**config.mk**
```make
export PLATFORM = sky130hd
export DESIGN_NAME = masked_subbytes_seq
export DESIGN_NICKNAME = d
export VERILOG_FILES = /design/src/rtl/masked_subbytes_seq_pkg.sv /design/src/rtl/masked_valid_delay.sv /design/src/rtl/masked_subbytes_seq.sv
export SDC_FILE = /design/constraint.sdc
export NUM_CORES = 1
export LEC_CHECK = 0
export CAP_MARGIN = 20
export CELL_PAD_IN_SITES_DETAIL_PLACEMENT = 0
export CELL_PAD_IN_SITES_GLOBAL_PLACEMENT = 2
export CORE_ASPECT_RATIO = 1.1
export CORE_MARGIN = 3
export CORE_UTILIZATION = 31
export CTS_CLUSTER_SIZE = 25
export DETAILED_ROUTE_END_ITERATION = 6
export GPL_TIMING_DRIVEN = 1
export HOLD_SLACK_MARGIN = 0.12
export PLACE_DENSITY = 0.74
export SLEW_MARGIN = 20
export SYNTH_ARGS = -nofsm -noshare
export SYNTH_HDL_FRONTEND = slang
export SYNTH_HIERARCHICAL = 1
export SYNTH_SLANG_ARGS = --single-unit
```
**constraint.sdc**
```tcl
create_clock -name ClkxCI -period 2 [get_ports ClkxCI]
set_input_delay 0.4 -clock ClkxCI [delete_from_list [all_inputs] [get_ports ClkxCI]]
set_output_delay 0.4 -clock ClkxCI [all_outputs]
set_load 0.02 [all_outputs]
```
**src/rtl/masked_subbytes_seq_pkg.sv**
```systemverilog
// Shared definitions for the byte-serial masked SubBytes sequencer:
// FSM encoding, byte count, pipeline entry width and the share/byte slice helper.
package masked_subbytes_seq_pkg;

    typedef enum logic [1:0] {
        IDLE  = 2'd0,
        FEED  = 2'd1,
        DRAIN = 2'd2,
        DONE  = 2'd3
    } seq_state_t;

    localparam int NUM_BYTES  = 16;
    localparam int PIPE_WIDTH = 5;  // {valid, idx[3:0]}

    // Bit offset of byte k of share i inside a flat shared 128-bit state.
    function automatic int byte_offset(input int share, input int k);
        return 128 * share + 8 * k;
    endfunction

endpackage

```
**src/rtl/masked_valid_delay.sv**
```systemverilog
// Shift register that follows each byte through the S-box.
// Each entry is {valid, idx}; the head comes out DEPTH cycles after the push.
module masked_valid_delay
    import masked_subbytes_seq_pkg::*;
#(
    parameter int DEPTH = 4,
    parameter int WIDTH = PIPE_WIDTH
) (
    input  logic             clk,
    input  logic             rst_n,
    input  logic [WIDTH-1:0] din,
    output logic [WIDTH-1:0] dout
);

    logic [WIDTH-1:0] stages [DEPTH];

    // NOTE: every stage is reset because its valid bit drives writes into
    // the result register; a stale valid after reset would corrupt it.
    always_ff @(posedge clk or negedge rst_n) begin
        if (!rst_n) begin
            for (int j = 0; j < DEPTH; j++) begin
                stages[j] <= '0;
            end
        end else begin
            stages[0] <= din;
            for (int j = 1; j < DEPTH; j++) begin
                stages[j] <= stages[j-1];
            end
        end
    end

    assign dout = stages[DEPTH-1];

endmodule

```
**src/rtl/masked_subbytes_seq.sv**
```systemverilog
// Streams a shared 128-bit AES state byte by byte through one pipelined masked
// S-box and collects the substituted bytes; share i only ever reaches share i.
module masked_subbytes_seq
    import masked_subbytes_seq_pkg::*;
#(
    parameter int SHARES       = 2,
    parameter int SBOX_LATENCY = 4
) (
    input  logic                  ClkxCI,
    input  logic                  RstxBI,
    input  logic                  StartxSI,
    input  logic [128*SHARES-1:0] StatexDI,
    output logic [8*SHARES-1:0]   SboxInxDO,
    input  logic [8*SHARES-1:0]   SboxOutxDI,
    output logic                  FreshEnxSO,
    output logic [128*SHARES-1:0] StatexDO,
    output logic                  BusyxSO,
    output logic                  DonexSO
);

    // Packed views keep the flat port layout: share i, byte k at [128*i+8*k +: 8].
    typedef logic [SHARES-1:0][NUM_BYTES-1:0][7:0] shared_state_t;
    typedef logic [SHARES-1:0][7:0]                shared_byte_t;

    localparam logic [3:0] LAST_BYTE  = 4'(NUM_BYTES - 1);
    localparam logic [3:0] LAST_DRAIN = 4'(SBOX_LATENCY - 1);

    shared_state_t          state_in, state_buf, result;
    shared_byte_t           sbox_in, sbox_out;
    seq_state_t             state;
    logic [3:0]             cnt, cnt_next;
    logic                   busy, done, fresh;
    logic [PIPE_WIDTH-1:0]  push, head;

    assign state_in = StatexDI;
    assign sbox_out = SboxOutxDI;
    assign cnt_next = cnt + 4'd1;
    assign push     = (state == FEED) ? {1'b1, cnt} : '0;

    masked_valid_delay #(
        .DEPTH (SBOX_LATENCY),
        .WIDTH (PIPE_WIDTH)
    ) u_valid_delay (
        .clk   (ClkxCI),
        .rst_n (RstxBI),
        .din   (push),
        .dout  (head)
    );

    // NOTE: outputs are registered and loaded one edge ahead, so the S-box
    // byte for FEED cycle c is set up on the edge that enters that cycle.
    always_ff @(posedge ClkxCI or negedge RstxBI) begin
        if (!RstxBI) begin
            state     <= IDLE;
            cnt       <= '0;
            state_buf <= '0;
            result    <= '0;
            sbox_in   <= '0;
            busy      <= 1'b0;
            done      <= 1'b0;
            fresh     <= 1'b0;
        end else begin
            done <= 1'b0;
            unique case (state)
                IDLE: begin
                    if (StartxSI) begin
                        state_buf <= state_in;
                        cnt       <= '0;
                        busy      <= 1'b1;
                        fresh     <= 1'b1;
                        state     <= FEED;
                        for (int i = 0; i < SHARES; i++) begin
                            sbox_in[i] <= state_in[i][0];
                        end
                    end
                end
                FEED: begin
                    if (cnt == LAST_BYTE) begin
                        cnt     <= '0;
                        fresh   <= 1'b0;
                        sbox_in <= '0;
                        state   <= DRAIN;
                    end else begin
                        cnt <= cnt_next;
                        for (int i = 0; i < SHARES; i++) begin
                            sbox_in[i] <= state_buf[i][cnt_next];
                        end
                    end
                end
                DRAIN: begin
                    if (cnt == LAST_DRAIN) begin
                        cnt   <= '0;
                        busy  <= 1'b0;
                        done  <= 1'b1;
                        state <= DONE;
                    end else begin
                        cnt <= cnt_next;
                    end
                end
                DONE: begin
                    state <= IDLE;
                end
                default: state <= IDLE;
            endcase

            // Write-back of the byte whose S-box result is valid this cycle.
            if (head[PIPE_WIDTH-1]) begin
                for (int i = 0; i < SHARES; i++) begin
                    result[i][head[3:0]] <= sbox_out[i];
                end
            end
        end
    end

    assign SboxInxDO  = sbox_in;
    assign StatexDO   = result;
    assign FreshEnxSO = fresh;
    assign BusyxSO    = busy;
    assign DonexSO    = done;

endmodule

```
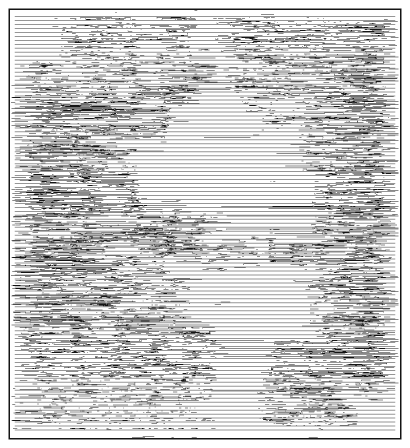
run_1/met1.png
Supply wires on this layer in gray.
share of all routed wire = 40%
main direction = horizontal
longest straight run = 122 um
nets with wire on the layer = 2202
wire length on this layer = 29.4 mm

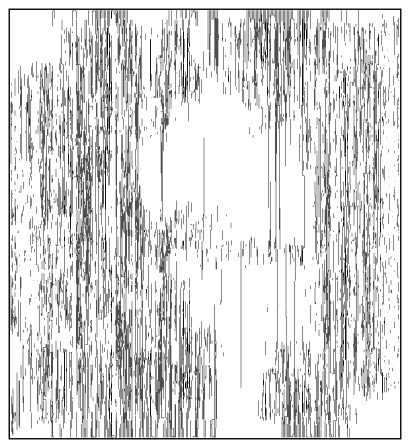
run_1/met2.png
longest straight run = 164 um
wire length on this layer = 37.5 mm
share of all routed wire = 51%
main direction = vertical
nets with wire on the layer = 2280
Detailed Route WL: 73800 um
Vias: 15100
GR Layer Usage met2: 33.1%

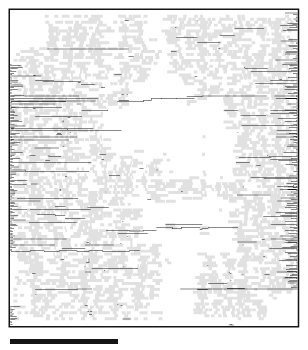
run_1/met3.png
Bar = 100 um.
longest straight run = 108 um
wire length on this layer = 4700 um
met3 Track Usage GR: 4.38%

==> results_slide.txt, run 1 <==
Flow Results at a Glance

Clocking
  • # hold bufs at CTS: 1
  • CTS HTree Levels: 2
  • Post-CTS Setup Bufs: 18

Synthesis
  • EDFF count, synth: 0
  • Synthesized net count: roughly 1800
  • Xor/xnor share: less than 1%
  • Top cell type by total area after synthesis: dfrtp_1
  • Fraction of registers with async set/reset: 100%
  • Max-area cell share: approximately 60%
  • Commonest cells in the netlist: 557 x dfrtp_1, 512 x mux2_2, 53 x buf_2
  • Multiplexer share of the synthesized area: 31.1%

Placed design
  • Place WS: -0.351 ns
  • PortBufs: 549

Final timing
  • RSZ-0062 raised after global routing: yes
  • Hold Slack: roughly 0.31 ns
  • Final Setup Violations: 16
  • Final setup margin: -0.252 ns

Finish
  • Seq cells: around 560
  • Seq area share: between 40 and 50%
  • Final Core Density: between 40% and 50%

Status
  • Status: complete, but fails checks
  • Failing checks: negative setup slack

Critical path
  • CP dominant cell by count: buf_12
  • CP Capture Type: register

GRT
  • Met1 Track Usage GR: 22.6%
  • Largest net degree at the start of global routing: between 80 and 90
  • First-pass GRT wire length: approximately 110000 um

Pwr
  • P per Cell Area: ~1400 mW/mm^2
  • Pwr top: combinational cells
  • Switching Power: 15600 uW
  • Gate power share: 39.6%

Route
  • Via-to-Cell Ratio: around 4.8

Floorplanning
  • Num rows: around 100
==> run 2, diff against run 1 <==
Settings changed: PLACE_DENSITY 0.74 to 0.73.
==> results_slide.txt, run 2 <==
Flow Results at a Glance

Status
  • Status: complete, but fails checks
  • Failing checks: negative setup slack

Pwr
  • P per Cell Area: 1430 mW/mm^2 (-0.65%)
  • Switching Power: 15500 uW (-0.33%)
  • Gate power share: 39.1% (-0.5 points)
  • Maximum VDD drop: approximately 0.0008 V
  • Pwr top: combinational cells

Clocking
  • CTS HTree Levels: 2 (unchanged)
  • # hold bufs at CTS: 1 (unchanged)
  • Post-CTS Setup Bufs: 5 (-13)

Finish
  • Synth-to-Final Area Change: 42.1%
  • Nonclk buf count: around 720
  • Register area: 0.0139 mm^2
  • Final Core Density: 44.7% (-0.33 points)
  • Comb area share: between 20% and 30%

Synthesis
  • Max-area cell share: 60.1% (unchanged)
  • EDFF count, synth: 0 (unchanged)
  • Commonest cells in the netlist: 557 x dfrtp_1, 512 x mux2_2, 53 x buf_2
  • Synthesized net count: 1777 (unchanged)
  • Fraction of registers with async set/reset: 100% (unchanged)
  • Top cell type by total area after synthesis: dfrtp_1
  • Multiplexer share of the synthesized area: 31.1% (unchanged)
  • Xor/xnor share: 0.178% (unchanged)

Route
  • Via-to-Cell Ratio: 4.80 (+0.24%)
  • Vias: 15200 (+0.46%)
  • Top Layer Used: met5
  • Detailed Route WL: 74900 um (+1.4%)

GRT
  • Largest net degree at the start of global routing: 71 (-16%)
  • Met3 Track Usage GR: 5.18% (+0.81 points)
  • First-pass GRT wire length: 110000 um (+0.93%)
  • Met1 Track Usage GR: 21.9% (-0.64 points)
  • GR Layer Usage met2: 34.1% (+0.99 points)

Placed design
  • PortBufs: 549 (unchanged)
  • Place WS: -0.325 ns (+0.0264 ns)

Final timing
  • RSZ-0062 raised after global routing: yes
  • Final Setup Violations: 16 (unchanged)
  • Final-report hold violation count: 0
  • Final setup margin: -0.260 ns (-0.00816 ns)
  • Min cycle time layout: roughly 2.3 ns
  • Hold Slack: 0.281 ns (-0.0332 ns)

Critical path
  • CP max-delay cell: dfrtp_4
  • CP Capture Type: register

Floorplanning
  • Num rows: 104 (unchanged)
  • Ports: 550
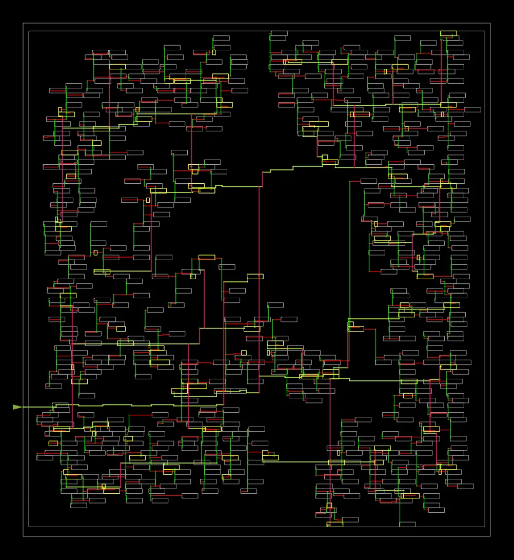
run_2/final_clocks.png
Seq cells: 557
Max Clock Skew: 0.0215 ns
CTS buffer count: 59

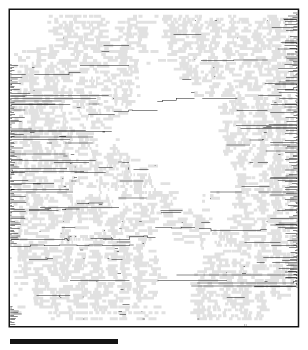
run_2/met3.png
Bar = 100 um.
share of all routed wire = 7.0%
main direction = horizontal
wire length on this layer = 5250 um
nets with wire on the layer = 376

No activity file was given, so power comes from the tool's default toggle rates.
